### Signal wires on met1, run 1

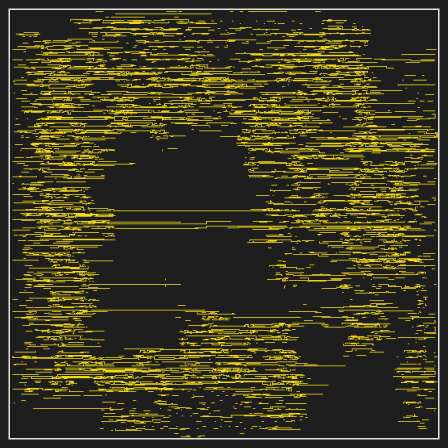
### Clock distribution, run 1

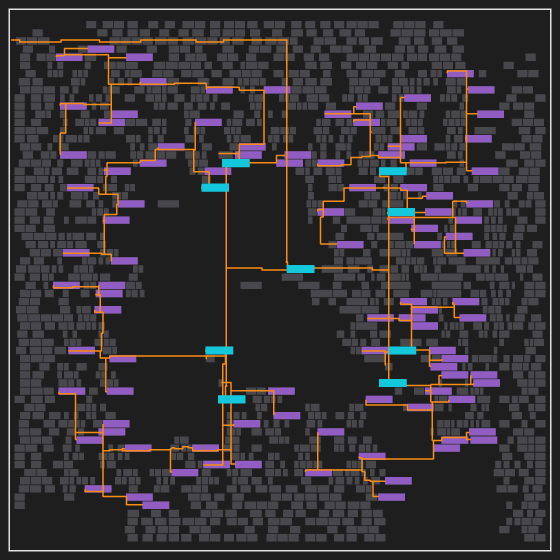
### Port wiring, run 1

Scale bar: 50 um.
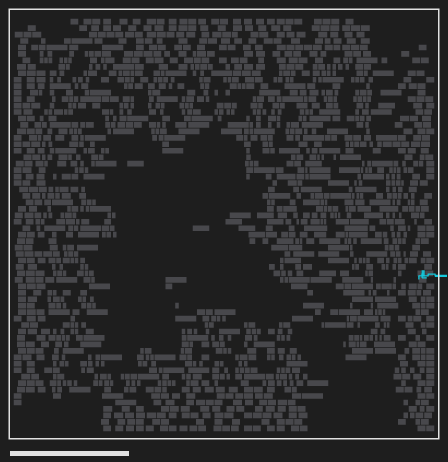
### Routing congestion, run 1

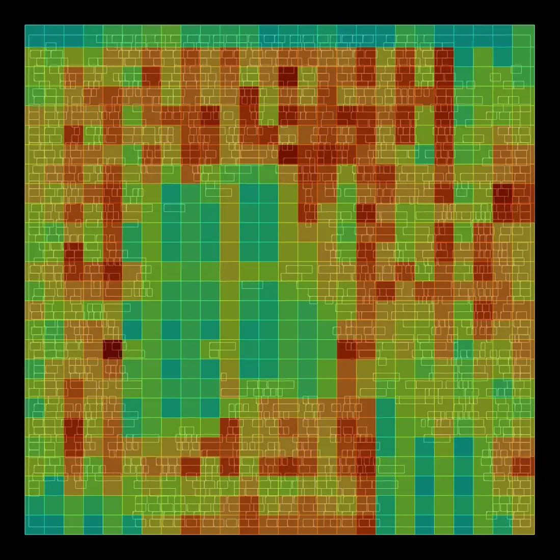
Design dmem_qos_arbiter_flat, sky130hd; sources not shown.
==> impl_metrics.ini, run 1 <==
; generated from flow reports
[cts]
clk_path_buf_depth = 2
cts_root_buffer = clkbuf_16
numClockSinks = 100
cts_tree = done
cts_hold_buf = 0
htreeDepth = 3
cts_resized = 0

[cells_and_area]
synthToLayoutAreaGrowth_pct = 54.0
antennaDiodeCount = 0
nFillCells = 2943
final_cells = 1901
drive_gt1_share_pct = 14.7

[worst_setup_path]
rrSetupSlack_ns = 0.52
critPathBufInv = 3
cp_common_cell = inv_1
worst_path_max_delay_cell = clkdlybuf4s50_1
startpoint_type = flip-flop

[placement]
dp.final_hpwl_mm = 27.8
placed_area_um2 = 14400
place.gp.congestion = 0.885

[logic_synthesis]
synth_area_um2 = 9540
flop_cell = dfrtp_1
netlist.area_leader.share_pct = 26.2
ys_area_um2 = 9540
ys_cells = 1146
common_cells = nand3_1, mux2_2, clkbuf_1

[detailed_routing]
ant_nets = 0
dr.pass1.iters = 7
vias = 11300
drtIter0Drc = 970

[final_timing]
period_used_pct = 89.4
fin_crit_ns = 3.66
setup_viol = 0
rsz0062_at_grt = no
slew_viol_final = 0
finalSetupTns_ns = 0
fin_skew_ns = 0.0203

[floorplan]
die_y_um = 180
fp_util_pct = 30.9
fp-row-count = 64
die_w_um = 180

[global_route]
grt-busiest-layer = met2
grt_overflow = 0
grt_pass1_wl_mm = 61.6
grt_start_max_net_pins = 90
grt_usage_pct = 23.6

[run]
cap_viol_max_count = 0

[status]
outcome = completed

[power]
total_power_mw = 12.2
## Picture notes: 'Signal wires on met1'
share of all routed wire: 40%
longest straight run: 64.4 um
wire length on this layer: 15700 um
met1 usage: 28.8%
total wire length: 39.4 mm

## Picture notes: 'Clock distribution'
[clock wires] orange | length: 1700 um
[flip-flops] purple | count: 100
[clock drivers] cyan | count: 9
flops lie: widely spread
routed clock nets: 10
Clock Power Share: 7.2%
clk_lat worst skew: 0.36 ns
clk pwr: 880 uW

## Picture notes: 'Port wiring'
| port | colour | bits | direction | edge | end cells | wire |
|---|---|---|---|---|---|---|
| dmem_fault | cyan | 1 | input | right | 1 | 14.2 um |
Port Buffers: 441
I/O pin count: 442

## Picture notes: 'Routing congestion'
utilization after layout: 47.5%
GR Util met2: 41.5%
Avg WL per Cell: 20.7 um
met3 Usage GRT: 4.02%

[run 1: final cells by class]
cell class / instances / area share, %
Clock inverter: 5 / 0.238
Inverter: 8 / 0.204
Sequential cell: 100 / 17.0
Timing Repair Buffer: 482 / 33.4
Tap cell: 396 / 3.37
Multi-Input combinational cell: 899 / 44.0
Clock buffer: 11 / 1.72
[run 1: worst reg2reg max path, delay by kind of cell, from the launching register on]
kind	cells	cell delay (ns)
compound gates	5	1.24
fa+ha+maj	1	0.33
buf+inv	2	0.41
flops	1	0.44
mux	1	0.38
simple gates	3	0.69
[run 1: cells in the final DEF, fill, tap and decap left out, drive strengths merged, types with 34 or more instances in the layout]
master and n:
or3 70, nor3 81, clkdlybuf4s50 440, dfrtp 100, a31oi 71, mux2 139, a22o 68, nand3 212
a32oi 68, buf 42, and3 34
[run 1: cells by family after synthesis]
group,count (synthesis),synth area share (%)
flops,100,26.2
fa+ha+maj,4,0.524
buf+inv,147,6.59
compound gates,273,22.4
mux,143,17.3
xor+xnor,12,1.25
simple gates,467,25.6
[run 1: layer usage]
metal / part of all wire (%) / wire length, um / vias up
met3: 7.1 / 2790 / 56
met1: 40 / 15700 / 5408
met4: 2.7 / 1060 / 0
li1: - / - / 5195
met2: 50 / 19900 / 621
met5: 0 / 0 / -
[run 1: through the flow]
stage               worst slack (ns)  hold WS [ns]
finish                         0.436         0.492
global route                   0.127         0.511
CTS                            0.370         0.496
detailed placement            0.0871         0.479
global placement               0.159         0.475
floorplan                      0.429         0.452
[run 1: where the power goes]
part | internal (mW) | leakage [nW] | switching (mW)
combinational | 4.32 | 4.08 | 5.11
clock | 0.448 | 0.142 | 0.432
sequential | 1.47 | 1.22 | 0.416
### Register map, names as in the netlist, run 1

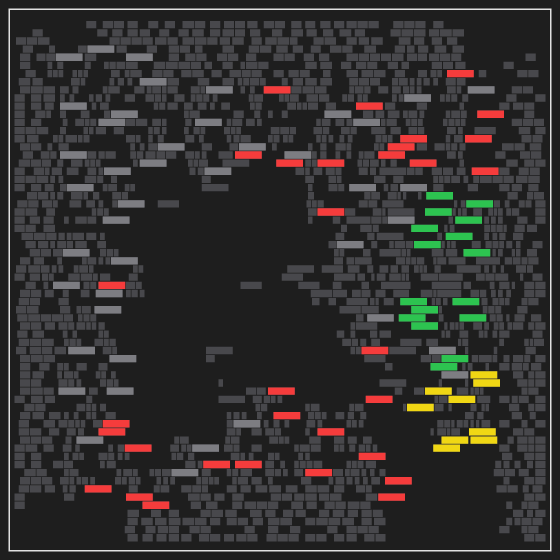

--- run 2 (diff from run 1) ---
--- a/config.mk
+++ b/config.mk
@@ -5,6 +5,7 @@
 export SDC_FILE = /design/constraint.sdc
 export NUM_CORES = 1
 export LEC_CHECK = 0
+export CORE_MARGIN = 2
 export CORE_UTILIZATION = 30
 export CTS_CLUSTER_DIAMETER = 100
 export DETAILED_ROUTE_END_ITERATION = 10
### Register map, names as in the netlist, run 2

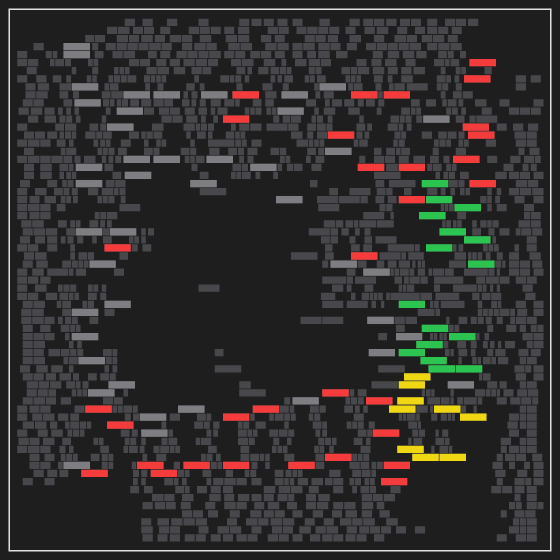
| name in the netlist | colour | sequential cells | where |
|---|---|---|---|
| u_core.credit | green | 16 | right middle |
| u_core.tcnt | yellow | 9 | bottom right |
| u_core.dmem.wdata | red | 32 | widely spread |
total sequential power: 1.90 mW
utilization after layout: 46.9%
Seq area share: 17.0%

### Routing congestion, run 2

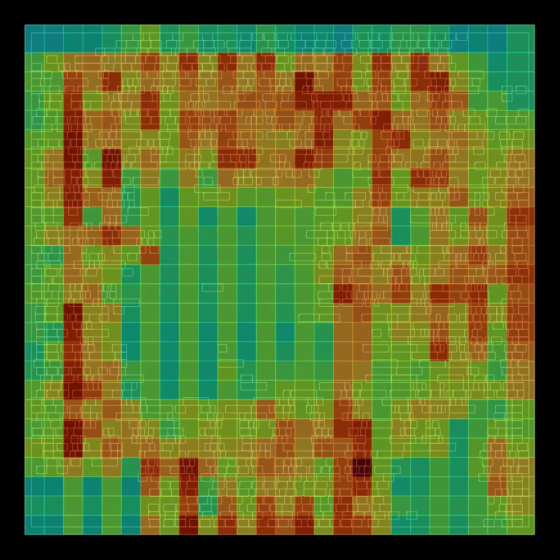
met3 Usage GRT: 4.89%
total global-route track usage: 22.7%
GR Util met2: 39.5%

==> impl_metrics.ini, run 2 <==
; generated from flow reports
[power]
intPower_mw = 6.34
clkPwrFrac_pct = 6.9
seqPwrFrac_pct = 15.3

[cts]
cts_hold_buf = 0
numClockSinks = 100
worst_skew_pair.late_latency_ns = 0.36
cts_root_buffer = clkbuf_16

[status]
outcome = completed

[final_timing]
setup_slack_ns = 0.417
rsz0062_at_grt = no
fin_crit_ns = 3.68

[worst_setup_path]
cp_common_cell = buf_12
worst_path_max_delay_cell = clkdlybuf4s50_1

[logic_synthesis]
ys_cells = 1146
ys_area_um2 = 9540
common_cells = nand3_1, mux2_2, clkbuf_1

[global_route]
grt_start_max_net_pins = 87

[placement]
dp.final_hpwl_mm = 27.6
placed_area_um2 = 14500
place.gp.congestion = 0.856
place_ws_ns = 0.0834

[floorplan]
fp_util_pct = 30.3

[detailed_routing]
wl_mm = 39.7
## run 2: netlist changes by cell type in the layout (fill, tap and decap cells not counted)
cell      before  now
buf_12        15   19
buf_4         27   23
clkbuf_8       2    0
clkinv_2       2    1
clkinv_4       1    2
inv_6          1    2
inv_8          0    1
## run 2: area by class of cell
cell class	count	area share, %
well taps	402	3.41
multi-input cells	899	43.9
clock inverters	7	0.399
flip-flops and latches	100	17.0
inverters	8	0.204
repair buffers	482	33.6
clock buffers	9	1.53
## run 2: cells by family after synthesis
logic type | count (synthesis) | share of synthesized area [%]
and+or+nand+nor | 467 | 25.6
AOI/OAI and AO/OA | 273 | 22.4
buffers and inverters | 147 | 6.59
muxes | 143 | 17.3
DFF | 100 | 26.2
xor gates and xnor gates | 12 | 1.25
adders and majority gates | 4 | 0.524
## run 2: metal layers
metal / track usage (%) / wire length, um / up-vias
met5: 0 / 8 / -
met4: 9.55 / 1540 / 2
met3: 4.89 / 3190 / 95
met2: 39.5 / 19200 / 588
met1: 27.2 / 15700 / 5426
li1: - / - / 5196
## run 2: worst register-to-register path, stage by stage (launching register included)
cell     delay (ns)
dfrtp_1        0.45
o41ai_4        0.61
nand2_1        0.18
nor3b_1        0.18
a21oi_1        0.13
o21ai_0        0.16
ha_4           0.33
buf_12         0.23
buf_12         0.22
mux2_2         0.37
a32oi_1        0.21
a31oi_1        0.10
or3_1          0.37
## run 2: power by group through the flow
| stage | Combinational (mW) | Clock, mW | Sequential, mW |
|---|---|---|---|
| 6_report | 9.65 | 0.860 | 1.90 |
| 5_1_grt | 10.4 | 0.926 | 1.94 |
| 4_1_cts | 9.62 | 0.889 | 1.89 |
| 3_5_place_dp | 9.60 | 0 | 1.89 |
| 3_3_place_gp | 9.43 | 0 | 1.89 |
| 2_1_floorplan | 5.95 | 0 | 2.17 |
Power figures rest on the tool's default switching activity, not on a simulated workload.
